Floorplan with the power grid:
Bar = 50 um. Pins as bars on the die edge. Tap cells in grey.
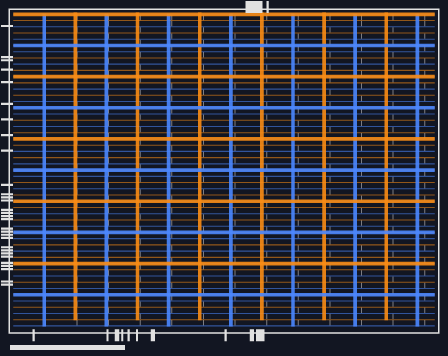
Clock network drawn from the DEF:
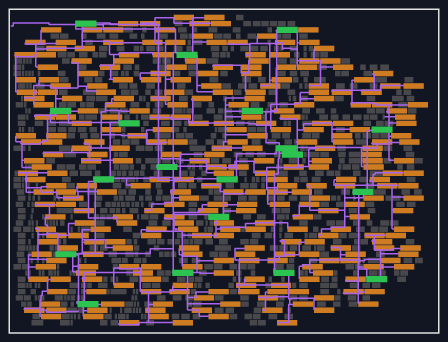
Metal layers overlaid:
Bar = 50 um. Two of the layers only.
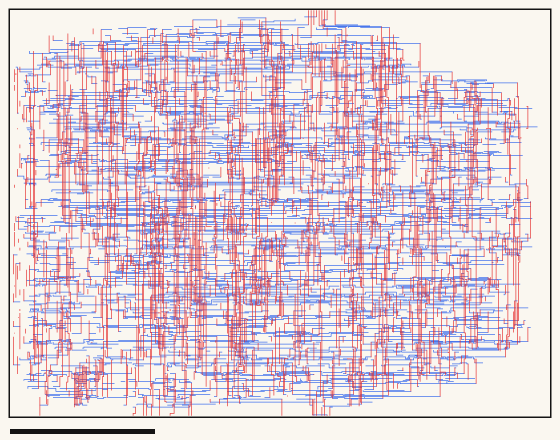
Placed cells, one colour a class:
Bar = 50 um.
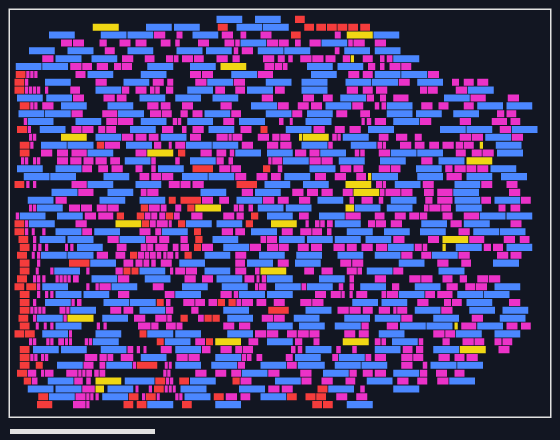
--- config.mk ---
export PLATFORM = sky130hd
export DESIGN_NAME = dmem_responder
export DESIGN_NICKNAME = d
export VERILOG_FILES = /design/src/rtl/proc_mem_pkg.sv /design/src/rtl/dmem_array.sv /design/src/rtl/dmem_responder.sv
export SDC_FILE = /design/constraint.sdc
export NUM_CORES = 1
export LEC_CHECK = 0
export CORE_ASPECT_RATIO = 0.75
export CORE_MARGIN = 1
export CORE_UTILIZATION = 55
export CTS_CLUSTER_DIAMETER = 120
export CTS_CLUSTER_SIZE = 20
export DETAILED_ROUTE_END_ITERATION = 7
export MAX_ROUTING_LAYER = met4
export PLACE_DENSITY = 0.72
export SLEW_MARGIN = 20
export SYNTH_ARGS = -nofsm -noshare
export SYNTH_HDL_FRONTEND = slang
export SYNTH_HIERARCHICAL = 1
export SYNTH_SLANG_ARGS = --single-unit
--- constraint.sdc ---
create_clock -name Clock -period 3.55 [get_ports Clock]
set_clock_uncertainty 0.2 [all_clocks]
set_input_delay 0.355 -clock Clock [delete_from_list [all_inputs] [get_ports Clock]]
set_output_delay 0.355 -clock Clock [all_outputs]
set_load 0.005 [all_outputs]
--- src/rtl/proc_mem_pkg.sv ---
// Shared definitions for the processor's data-memory port: load/store
// encoding, bus widths, responder FSM states and the latched request record.
package proc_mem_pkg;

    localparam int DATA_W = 16;
    localparam int ADDR_W = 16;
    localparam int CNT_W  = 4;

    // Codebase encoding of the Save line: high means load.
    localparam logic LD = 1'b1;
    localparam logic SD = 1'b0;

    typedef enum logic [1:0] {
        IDLE = 2'd0,
        WAIT = 2'd1,
        DONE = 2'd2
    } dmem_state_e;

    typedef struct packed {
        logic              save;
        logic [ADDR_W-1:0] addr;
        logic [DATA_W-1:0] wdata;
    } dmem_req_t;

    function automatic logic addr_in_range(input logic [ADDR_W-1:0] addr,
                                           input int unsigned       depth);
        return 32'(addr) < depth;
    endfunction

endpackage

--- src/rtl/dmem_array.sv ---
// DEPTH x DATA_W register file: synchronous write, registered read, async
// clear to zero with one preloaded word.
module dmem_array
    import proc_mem_pkg::*;
#(
    parameter int                DEPTH     = 16,
    parameter int                INIT_ADDR = 3,
    parameter logic [DATA_W-1:0] INIT_DATA = 16'h0004,
    localparam int               AW        = $clog2(DEPTH)
) (
    input  logic              clk,
    input  logic              rst_n,
    input  logic              we,
    input  logic              re,
    input  logic              rd_zero,
    input  logic [AW-1:0]     addr,
    input  logic [DATA_W-1:0] wdata,
    output logic [DATA_W-1:0] rdata
);

    logic [DEPTH-1:0][DATA_W-1:0] mem_q, mem_d;
    logic [DATA_W-1:0]            rdata_q, rdata_d;

    // rd_zero lets the caller return zero for an out-of-range load while
    // still updating the read register in the same cycle.
    always_comb begin
        mem_d   = mem_q;
        rdata_d = rdata_q;
        if (we) begin
            mem_d[addr] = wdata;
        end
        if (re) begin
            rdata_d = rd_zero ? '0 : mem_q[addr];
        end
    end

    always_ff @(posedge clk or negedge rst_n) begin
        if (!rst_n) begin
            for (int i = 0; i < DEPTH; i++) begin
                mem_q[i] <= (i == INIT_ADDR) ? INIT_DATA : '0;
            end
            rdata_q <= '0;
        end else begin
            mem_q   <= mem_d;
            rdata_q <= rdata_d;
        end
    end

    assign rdata = rdata_q;

endmodule

--- src/rtl/dmem_responder.sv ---
// Load/store responder: accepts one request, stalls WAIT_STATES cycles,
// performs the access and pulses Ack for one cycle (AddrErr qualifies it).
module dmem_responder
    import proc_mem_pkg::*;
#(
    parameter int                DEPTH       = 16,
    parameter int                WAIT_STATES = 2,
    parameter int                INIT_ADDR   = 3,
    parameter logic [DATA_W-1:0] INIT_DATA   = 16'h0004
) (
    input  logic              Clock,
    input  logic              Resetn,
    input  logic              Req,
    input  logic              Save,
    input  logic [ADDR_W-1:0] Addr,
    input  logic [DATA_W-1:0] WrData,
    output logic [DATA_W-1:0] RdData,
    output logic              Ack,
    output logic              Busy,
    output logic              AddrErr
);

    localparam int AW = $clog2(DEPTH);

    dmem_state_e      state_q, state_d;
    logic [CNT_W-1:0] cnt_q, cnt_d;
    dmem_req_t        req_q, req_d;
    logic             ack_q, ack_d;
    logic             busy_q, busy_d;
    logic             addr_err_q, addr_err_d;

    logic access;
    logic in_range;
    logic mem_we;
    logic mem_re;

    assign in_range = addr_in_range(req_q.addr, DEPTH);

    // Only the latched request is used after accept, so the core's bus may
    // wander during WAIT without effect.
    always_comb begin
        state_d    = state_q;
        cnt_d      = cnt_q;
        req_d      = req_q;
        ack_d      = 1'b0;
        busy_d     = busy_q;
        addr_err_d = 1'b0;
        access     = 1'b0;
        case (state_q)
            IDLE, DONE: begin
                if (Req) begin
                    req_d   = '{save: Save, addr: Addr, wdata: WrData};
                    cnt_d   = CNT_W'(WAIT_STATES);
                    busy_d  = 1'b1;
                    state_d = WAIT;
                end else begin
                    busy_d  = 1'b0;
                    state_d = IDLE;
                end
            end
            WAIT: begin
                if (cnt_q != '0) begin
                    cnt_d = cnt_q - 1'b1;
                end else begin
                    access     = 1'b1;
                    ack_d      = 1'b1;
                    busy_d     = 1'b0;
                    addr_err_d = !in_range;
                    state_d    = DONE;
                end
            end
            default: begin
                state_d = IDLE;
                busy_d  = 1'b0;
            end
        endcase
    end

    always_ff @(posedge Clock or negedge Resetn) begin
        if (!Resetn) begin
            state_q    <= IDLE;
            cnt_q      <= '0;
            req_q      <= '0;
            ack_q      <= 1'b0;
            busy_q     <= 1'b0;
            addr_err_q <= 1'b0;
        end else begin
            state_q    <= state_d;
            cnt_q      <= cnt_d;
            req_q      <= req_d;
            ack_q      <= ack_d;
            busy_q     <= busy_d;
            addr_err_q <= addr_err_d;
        end
    end

    // Out-of-range stores are dropped; out-of-range loads read back zero.
    assign mem_we = access && (req_q.save == SD) && in_range;
    assign mem_re = access && (req_q.save == LD);

    dmem_array #(
        .DEPTH     (DEPTH),
        .INIT_ADDR (INIT_ADDR),
        .INIT_DATA (INIT_DATA)
    ) u_array (
        .clk     (Clock),
        .rst_n   (Resetn),
        .we      (mem_we),
        .re      (mem_re),
        .rd_zero (!in_range),
        .addr    (req_q.addr[AW-1:0]),
        .wdata   (req_q.wdata),
        .rdata   (RdData)
    );

    assign Ack     = ack_q;
    assign Busy    = busy_q;
    assign AddrErr = addr_err_q;

endmodule

==> PnR_summary.wiki <==
== Implementation results ==
{| class="wikitable"
! Metric !! Value
|-
| Worst hold slack || around 0.15 ns
|-
| Top-Level Pins || approximately 55
|-
| First-pass DRT Iterations || 5
|-
| Antenna-violating nets left || 0
|-
| DP Worst Slack || ~0.39 ns
|-
| Number of nets in the synthesized netlist || approximately 1100
|-
| Number of buffer and inverter stages on the critical path || 1
|-
| Main kind of combinational logic by area || multiplexers
|-
| Leakage power || approximately 7.7 nW
|-
| Post-CTS Setup Repair Bufs || 0
|-
| Clock latency reported for the late side of the worst-skew pair || ~0.53 ns
|-
| Remaining routing DRC violations || 0
|-
| Final WL || approximately 32 mm
|-
| Cells on worst reg2reg path || 8
|-
| Number of warnings the tools reported || 26
|-
| Synth warnings || 6
|-
| Area fraction in full adders, half adders and majority gates || 0.000888
|-
| Number of DRC violations after detailed-routing iteration 0 || 647
|-
| Post-synthesis instance area || roughly 14000 um^2
|-
| Average routed wire per standard cell || about 22 um
|-
| Final estimated routing congestion in global placement || just under 0.8
|-
| Number of max-cap violations || 0
|-
| Async SR Flop Fraction || 1.00
|-
| Reg-to-reg endpoint || u_array/mem_q[199]$_DFFE_PN0P_
|-
| Fraction of layout cells with a size suffix above 1 || 0.302
|-
| Share of the synthesized area in the top cell type || 0.554
|-
| Area growth from synthesis to layout || 10.6%
|-
| Class of the worst hold path || input pin to flop
|-
| Slew at the pin closest to its max-slew limit || between 0.9 and 1 ns
|-
| Fill cell total of the finished layout || between 2000 and 2500
|-
| Most frequent cell after synthesis || sky130_fd_sc_hd__dfrtp_1
|-
| Number of storage elements in the synthesis netlist || between 300 and 400
|-
| Post-synth tally of flip-flops with integrated enable || 0
|-
| Overall track demand over capacity in global routing || 0.261
|-
| WHS Path Cells || 3
|-
| Startpoint type of the worst setup path || flop
|-
| Critical path's top delay family || simple AND/OR/NAND/NOR gates
|-
| Initial cell density of the core || 0.563
|-
| CTS tree || done
|-
| Result of the run || completed
|-
| Maximum number of pins on one net before global-route repair || roughly 97
|-
| Endpoint of the worst hold path || req_q[13]$_DFFE_PN0P_
|-
| RSZ-0062 raised after global routing || no
|-
| Type of the setup path with the least slack || flop to flop
|-
| Number of non-filler instances in the completed layout || approximately 1500
|-
| Layout Utilization || 0.623
|-
| Via density || about 5.9
|-
| Critical path endpoint category || flop
|-
| Overall die height || 141 um
|-
| Sequential area share after synthesis || 0.556
|-
| Most frequent logic cells in the routed design || sky130_fd_sc_hd__dfrtp_1 (311), sky130_fd_sc_hd__mux2_2 (236), sky130_fd_sc_hd__mux2i_1 (130)
|-
| Per-instance average area after synthesis || around 13 um^2
|-
| Inst Count DP || roughly 1400
|-
| Row count || about 50
|-
| Worst slew slack as a fraction of its limit || 0.400
|-
| Vias in the first global route || 8772
|-
| Top cell excl fill/tap || sky130_fd_sc_hd__dfrtp_1
|-
| Floorplan die area || approximately 26000 um^2
|-
| HPWL reported at the end of detailed placement || about 20 mm
|-
| Count of input and output buffers || roughly 54
|-
| Simple-gate area share of the yosys netlist || 0.0781
|-
| Number of slew-limit violations in the final report || 0
|-
| Critical path's largest stage delay || around 0.64 ns
|-
| Die Span X || ~190 um
|-
| Setup TNS Final || 0 ns
|-
| AND-OR/OR-AND share of the synthesized area || 0.0332
|-
| Cell Chain, Critical Path || inv_1, ha_1, and4bb_1, and2b_1, nor3b_2, nand3_1, nand2b_1, mux2_2
|-
| Area figure in the yosys stat output || around 14000 um^2
|-
| Wire length of the first global-routing pass || ~51 mm
|-
| Setup violation total in the final timing report || 0
|-
| XOR/XNOR Area Share || 0
|-
| Final critical-path setup slack || around 0.36 ns
|}
About 'floorplan with the power grid':
legend:
  VSS:
    colour: blue
  VDD:
    colour: orange
met1 rails: 51
tap cells: 338

About 'clock network drawn from the DEF':
legend:
  clock drivers:
    colour: green
    count: 19
  clock wires:
    colour: purple
    length: 3450 um
  flip-flops:
    colour: orange
    count: 313
flops lie: widely spread
routed clock nets: 20

About 'metal layers overlaid':
legend:
  metal 1:
    colour: blue
    wire_length: 16000 um
  metal 2:
    colour: red
    wire_length: 13600 um

About 'placed cells, one colour a class':
legend:
  combinational and other logic:
    colour: magenta
    cells: 687
    share_of_their_area: 39%
  clock drivers and dummy loads:
    colour: yellow
    cells: 27
    share_of_their_area: 3.4%
  sequential cells:
    colour: blue
    cells: 313
    share_of_their_area: 52%
  remaining buffers and delay cells:
    colour: red
    cells: 94
    share_of_their_area: 6.1%

worst max-delay path by stage:
stage	end	startpoint	depth (start not counted)
2_1_floorplan	u_array/mem_q[53]$_DFFE_PN0P_	cnt_q[0]$_DFFE_PN0P_	10
3_3_place_gp	u_array/mem_q[202]$_DFFE_PN0P_	cnt_q[0]$_DFFE_PN0P_	8
3_5_place_dp	u_array/mem_q[203]$_DFFE_PN0P_	cnt_q[0]$_DFFE_PN0P_	8
4_1_cts	u_array/mem_q[199]$_DFFE_PN0P_	cnt_q[0]$_DFFE_PN0P_	8
5_1_grt	u_array/mem_q[199]$_DFFE_PN0P_	cnt_q[0]$_DFFE_PN0P_	8
6_report	u_array/mem_q[199]$_DFFE_PN0P_	cnt_q[0]$_DFFE_PN0P_	8
final cells by class:
type | instances | area, um^2 | share of cell area
timing repair buffer | 94 | 923 | 0.0593
sequential | 313 | 7840 | 0.503
clock inverter | 2 | 17.5 | 0.00112
tap | 338 | 423 | 0.0271
antenna | 1 | 2.50 | 0.000161
inverter | 2 | 7.51 | 0.000482
clock buffer | 25 | 498 | 0.0320
multi-input combinational | 685 | 5870 | 0.377
tightest hold or removal path: stages:
cell and delay [ns]:
sky130_fd_sc_hd__clkdlybuf4s50_1 0.40, sky130_fd_sc_hd__nand2_1 0.06, sky130_fd_sc_hd__nand2_1 0.04
power by group:
part           switching [mW]  internal, mW  leakage [nW]
clock                    1.17         0.994         0.250
sequential              0.704          3.79          4.31
combinational            1.19         0.849          3.17
total                    3.06          5.63          7.72
per-layer routing:
metal,vias up,part of all wire,global-route usage
li1,3877,-,-
met1,4407,0.50,0.398
met4,0,0.028,0.0621
met5,-,0,-
met3,55,0.052,0.0361
met2,215,0.42,0.368
Power figures rest on the tool's default switching activity, not on a simulated workload.
